$ cat src/rtl/mul_pkg.sv
// Shared definitions for the iterative shift-add multiplier: kind encodings,
// FSM state type and the iteration count.
package mul_pkg;

  localparam int MUL_ITERS = 32;

  localparam logic [1:0] MUL_K   = 2'b00;
  localparam logic [1:0] UMULL_K = 2'b10;
  localparam logic [1:0] SMULL_K = 2'b11;

  typedef enum logic [1:0] {
    IDLE = 2'd0,
    RUN  = 2'd1,
    DONE = 2'd2
  } state_e;

endpackage

$ cat src/rtl/mul_sign_fix.sv
// Conditional two's complement negation. Used for operand magnitudes on
// entry and for restoring the product sign at completion.
module mul_sign_fix #(
  parameter int W = 32
) (
  input  logic         neg,
  input  logic [W-1:0] din,
  output logic [W-1:0] dout
);

  // Magnitude is held unsigned, so negating the most negative value is benign
  always_comb begin
    dout = din;
    if (neg) dout = ~din + W'(1);
  end

endmodule

$ cat src/rtl/mul_seq_unit.sv
// Iterative WIDTHxWIDTH shift-add multiplier, one multiplier bit per cycle.
// Optional macro MUL_SIGNED_EN compiles in SMULL support (operand magnitude,
// sign latch, final negation); without it kind 11 behaves as UMULL.
module mul_seq_unit
  import mul_pkg::*;
#(
  parameter int WIDTH = MUL_ITERS
) (
  input  logic             clk,
  input  logic             reset,
  input  logic             start,
  input  logic [1:0]       kind,
  input  logic [WIDTH-1:0] src_a,
  input  logic [WIDTH-1:0] src_b,
  output logic             busy,
  output logic             done,
  output logic [WIDTH-1:0] result_lo,
  output logic [WIDTH-1:0] result_hi,
  output logic             flag_n,
  output logic             flag_z
);

  localparam int CW = $clog2(WIDTH);
  localparam int PW = 2 * WIDTH;

  state_e                   state;
  logic [CW-1:0]            cnt;
  logic [PW-1:0]            acc;
  logic [PW-1:0]            mcand;
  logic [WIDTH-1:0]         mplier;
  logic                     long_q;

  logic [1:0][WIDTH-1:0]    ops;
  logic [1:0][WIDTH-1:0]    mags;
  logic [PW-1:0]            acc_nxt;
  logic [PW-1:0]            prod;

  assign ops     = {src_b, src_a};
  assign acc_nxt = acc + (mplier[0] ? mcand : '0);

`ifdef MUL_SIGNED_EN
  logic       sign_q;
  logic [1:0] neg_v;

  // Lane 0 is the multiplicand, lane 1 the multiplier
  for (genvar g = 0; g < 2; g++) begin : g_op_fix
    assign neg_v[g] = (kind == SMULL_K) & ops[g][WIDTH-1];
    mul_sign_fix #(.W(WIDTH)) u_op_fix (
      .neg  (neg_v[g]),
      .din  (ops[g]),
      .dout (mags[g])
    );
  end

  mul_sign_fix #(.W(PW)) u_prod_fix (
    .neg  (sign_q),
    .din  (acc_nxt),
    .dout (prod)
  );
`else
  logic unused_kind0;
  assign unused_kind0 = kind[0];
  assign mags         = ops;
  assign prod         = acc_nxt;
`endif

  // Control FSM, one shift-add step per RUN cycle, results captured on DONE entry
  always_ff @(posedge clk) begin
    if (!reset) begin
      state     <= IDLE;
      busy      <= 1'b0;
      done      <= 1'b0;
      cnt       <= '0;
      acc       <= '0;
      mcand     <= '0;
      mplier    <= '0;
      long_q    <= 1'b0;
`ifdef MUL_SIGNED_EN
      sign_q    <= 1'b0;
`endif
      result_lo <= '0;
      result_hi <= '0;
      flag_n    <= 1'b0;
      flag_z    <= 1'b0;
    end else begin
      case (state)
        IDLE, DONE: begin
          done <= 1'b0;
          if (start) begin
            state  <= RUN;
            busy   <= 1'b1;
            cnt    <= CW'(WIDTH - 1);
            acc    <= '0;
            mcand  <= {{WIDTH{1'b0}}, mags[0]};
            mplier <= mags[1];
            long_q <= kind[1];
`ifdef MUL_SIGNED_EN
            sign_q <= neg_v[0] ^ neg_v[1];
`endif
          end else begin
            state <= IDLE;
            busy  <= 1'b0;
          end
        end
        RUN: begin
          acc    <= acc_nxt;
          mcand  <= mcand << 1;
          mplier <= mplier >> 1;
          cnt    <= cnt - CW'(1);
          if (cnt == '0) begin
            state     <= DONE;
            busy      <= 1'b0;
            done      <= 1'b1;
            result_lo <= prod[WIDTH-1:0];
            result_hi <= long_q ? prod[PW-1:WIDTH] : '0;
            flag_n    <= long_q ? prod[PW-1] : prod[WIDTH-1];
            flag_z    <= long_q ? (prod == '0) : (prod[WIDTH-1:0] == '0);
          end
        end
        default: begin
          state <= IDLE;
          busy  <= 1'b0;
          done  <= 1'b0;
        end
      endcase
    end
  end

endmodule

$ cat config.mk
export PLATFORM = sky130hd
export DESIGN_NAME = mul_seq_unit
export DESIGN_NICKNAME = d
export VERILOG_FILES = /design/src/rtl/mul_pkg.sv /design/src/rtl/mul_sign_fix.sv /design/src/rtl/mul_seq_unit.sv
export SDC_FILE = /design/constraint.sdc
export NUM_CORES = 1
export LEC_CHECK = 0
export ABC_AREA = 1
export CAP_MARGIN = 20
export CELL_PAD_IN_SITES_DETAIL_PLACEMENT = 1
export CELL_PAD_IN_SITES_GLOBAL_PLACEMENT = 1
export CORE_ASPECT_RATIO = 0.75
export CORE_UTILIZATION = 41
export CTS_BUF_LIST = sky130_fd_sc_hd__clkbuf_8
export DETAILED_ROUTE_END_ITERATION = 12
export GPL_TIMING_DRIVEN = 0
export PLACE_DENSITY_LB_ADDON = 0.08
export SLEW_MARGIN = 20
export SYNTH_ARGS = -nofsm -noshare
export SYNTH_HDL_FRONTEND = slang
export SYNTH_SLANG_ARGS = --single-unit
$ cat constraint.sdc
create_clock -name clk -period 3.75 [get_ports clk]
set_clock_uncertainty 0.1 [all_clocks]
set_input_delay 0.375 -clock clk [delete_from_list [all_inputs] [get_ports clk]]
set_output_delay 0.375 -clock clk [all_outputs]
set_load 0.1 [all_outputs]
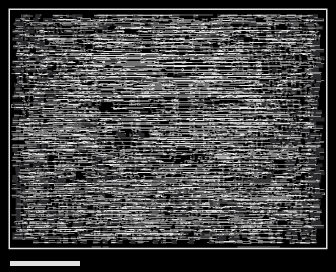
(the metal 1 layer)
The bar under the picture is 50 um long.
share of all routed wire: 49%
wire length on this layer: 32.0 mm
nets with wire on the layer: 2707
longest straight run: 87.4 um
main direction: horizontal
met1 Resource Use GR: 0.506
Routed WL: 65.6 mm

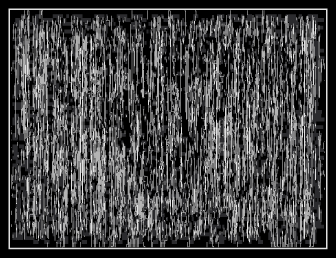
(met2 routing)
share of all routed wire: 41%
nets with wire on the layer: 2463
main direction: vertical

==> run notes <==
flow finished, numbers: Switching Fraction=0.308, aoi/oai-family share of the synthesized area=0.133, registers=236, distinct lib cells=37, Seq share, synth=0.310, Clock net power=2420 uW, Non-CTS buffers=220, Max Root-Sink Buffers=3, DIE HEIGHT=169 um, Port-buffer cells=135, top flop regs=acc: 64 flops, mcand: 64 flops, P_sw=1820 uW, via count=16800, Pre-Place Util=0.420, highest-count logic cell in the final layout=nand2_1, CP Class=flip-flop to flip-flop, yosys stat chip area=15200 um2, Final Cycle Share=0.956, maximum vdd drop=0.263 mV, Final Cell Area=18700 um2, min cycle time layout=3590 ps, Logic inverters=535, largest net degree at the start of global routing=12, layout cells sized above 1=0.101, R2R Path End=flag_z$_SDFFE_PN0P_, Synth Area per Inst=6.14 um2, met3 WL=5.21 mm, Combinational Gates=1629, grt met3 use=0.0684, Crit Path Max Fanout=10, wire length on met1=32.0 mm, 1st-pass router iterations=5, ys async rst share=0, pre-CTS WS=-1430 ps, Synth area leaders=dfxtp_1, nand2_1, inv_1, ha_1, nand3_1, setup violators final=0, clk_buf instances=49, Hold Path Sink=mcand[13]$_SDFFE_PN0P_, CP peak stage delay=560 ps, chip width=225 um, synthesized area=15200 um2, critical path endpoint=flag_z$_SDFFE_PN0P_, Leak Pwr=0.00930 uW, fin. max-slew vios=0, # resized after CTS=29, Critical Path End Type=flip-flop, Design Power=5910 uW, Root Driver=clkbuf_8, Power Dens Cells=316 nW/um2, combinational share of cell area=0.471, sequential share of power=0.448, first-pass GRT wire length=98.3 mm, placed inst area=17200 um2, core area=36300 um2, status=finished, final reports clean, setup_tns=0 ps, Hold Crit Depth=3, Top logic family=simple AND/OR/NAND/NOR gates, CP most frequent cell=nand2_1, Adder Area Share=0.0547, num ports=137, mux contribution to synthesized area=0, Chip Area=37900 um2, Detailed Place HPWL=53.1 mm, First DRT Iteration DRCs=1173, Final Hold Violation Tally=0, initial antenna violation count=4, WL met2=27.2 mm, DRC=0, overall routing resource usage=0.343, clk slew on worst S/H paths=70 ps, Tapcells=496, clk cell area share=0.0436, syn nets=2617, worst hold margin=305 ps, Comb gate area=8800 um2, Yosys reg bits=236, worst slew pin tran=1010 ps, Top Consumer=registers, top-count cell post-synth=nand2_1, final setup margin=163 ps, non-filler cells, final=3189, TritonCTS clock tree=yes, reg2reg path depth=18, Commonest flop=dfxtp_1
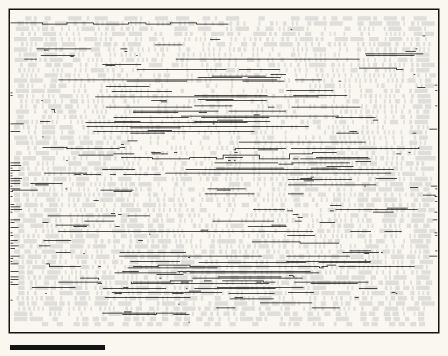
(signal wires on met3)
The bar under the picture is 50 um long.
wire length on this layer: 5210 um
share of all routed wire: 8.0%
nets with wire on the layer: 224
longest straight run: 133 um

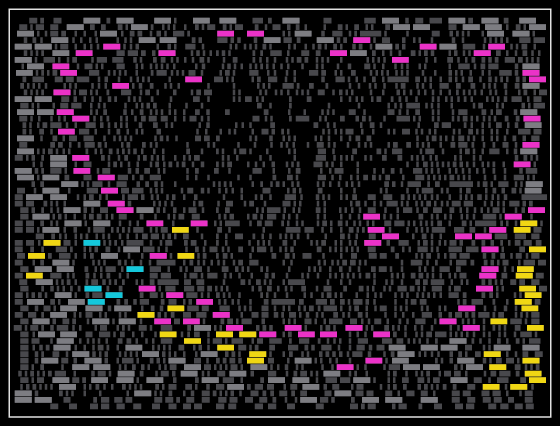
(sequential cells grouped by signal name)
Other sequential cells in the stronger grey, the rest of the logic in the fainter grey.
legend:
  yellow:
    signal: result_lo
    flops: 32
  magenta:
    signal: acc
    flops: 64
    where: spread over the die
  cyan:
    signal: cnt
    flops: 5
not coloured: 135
Reg area: 4720 um2
proportion of cell area occupied by registers: 0.253
Seq power: 2650 uW
fin util: 0.516

Power figures rest on the tool's default switching activity, not on a simulated workload.
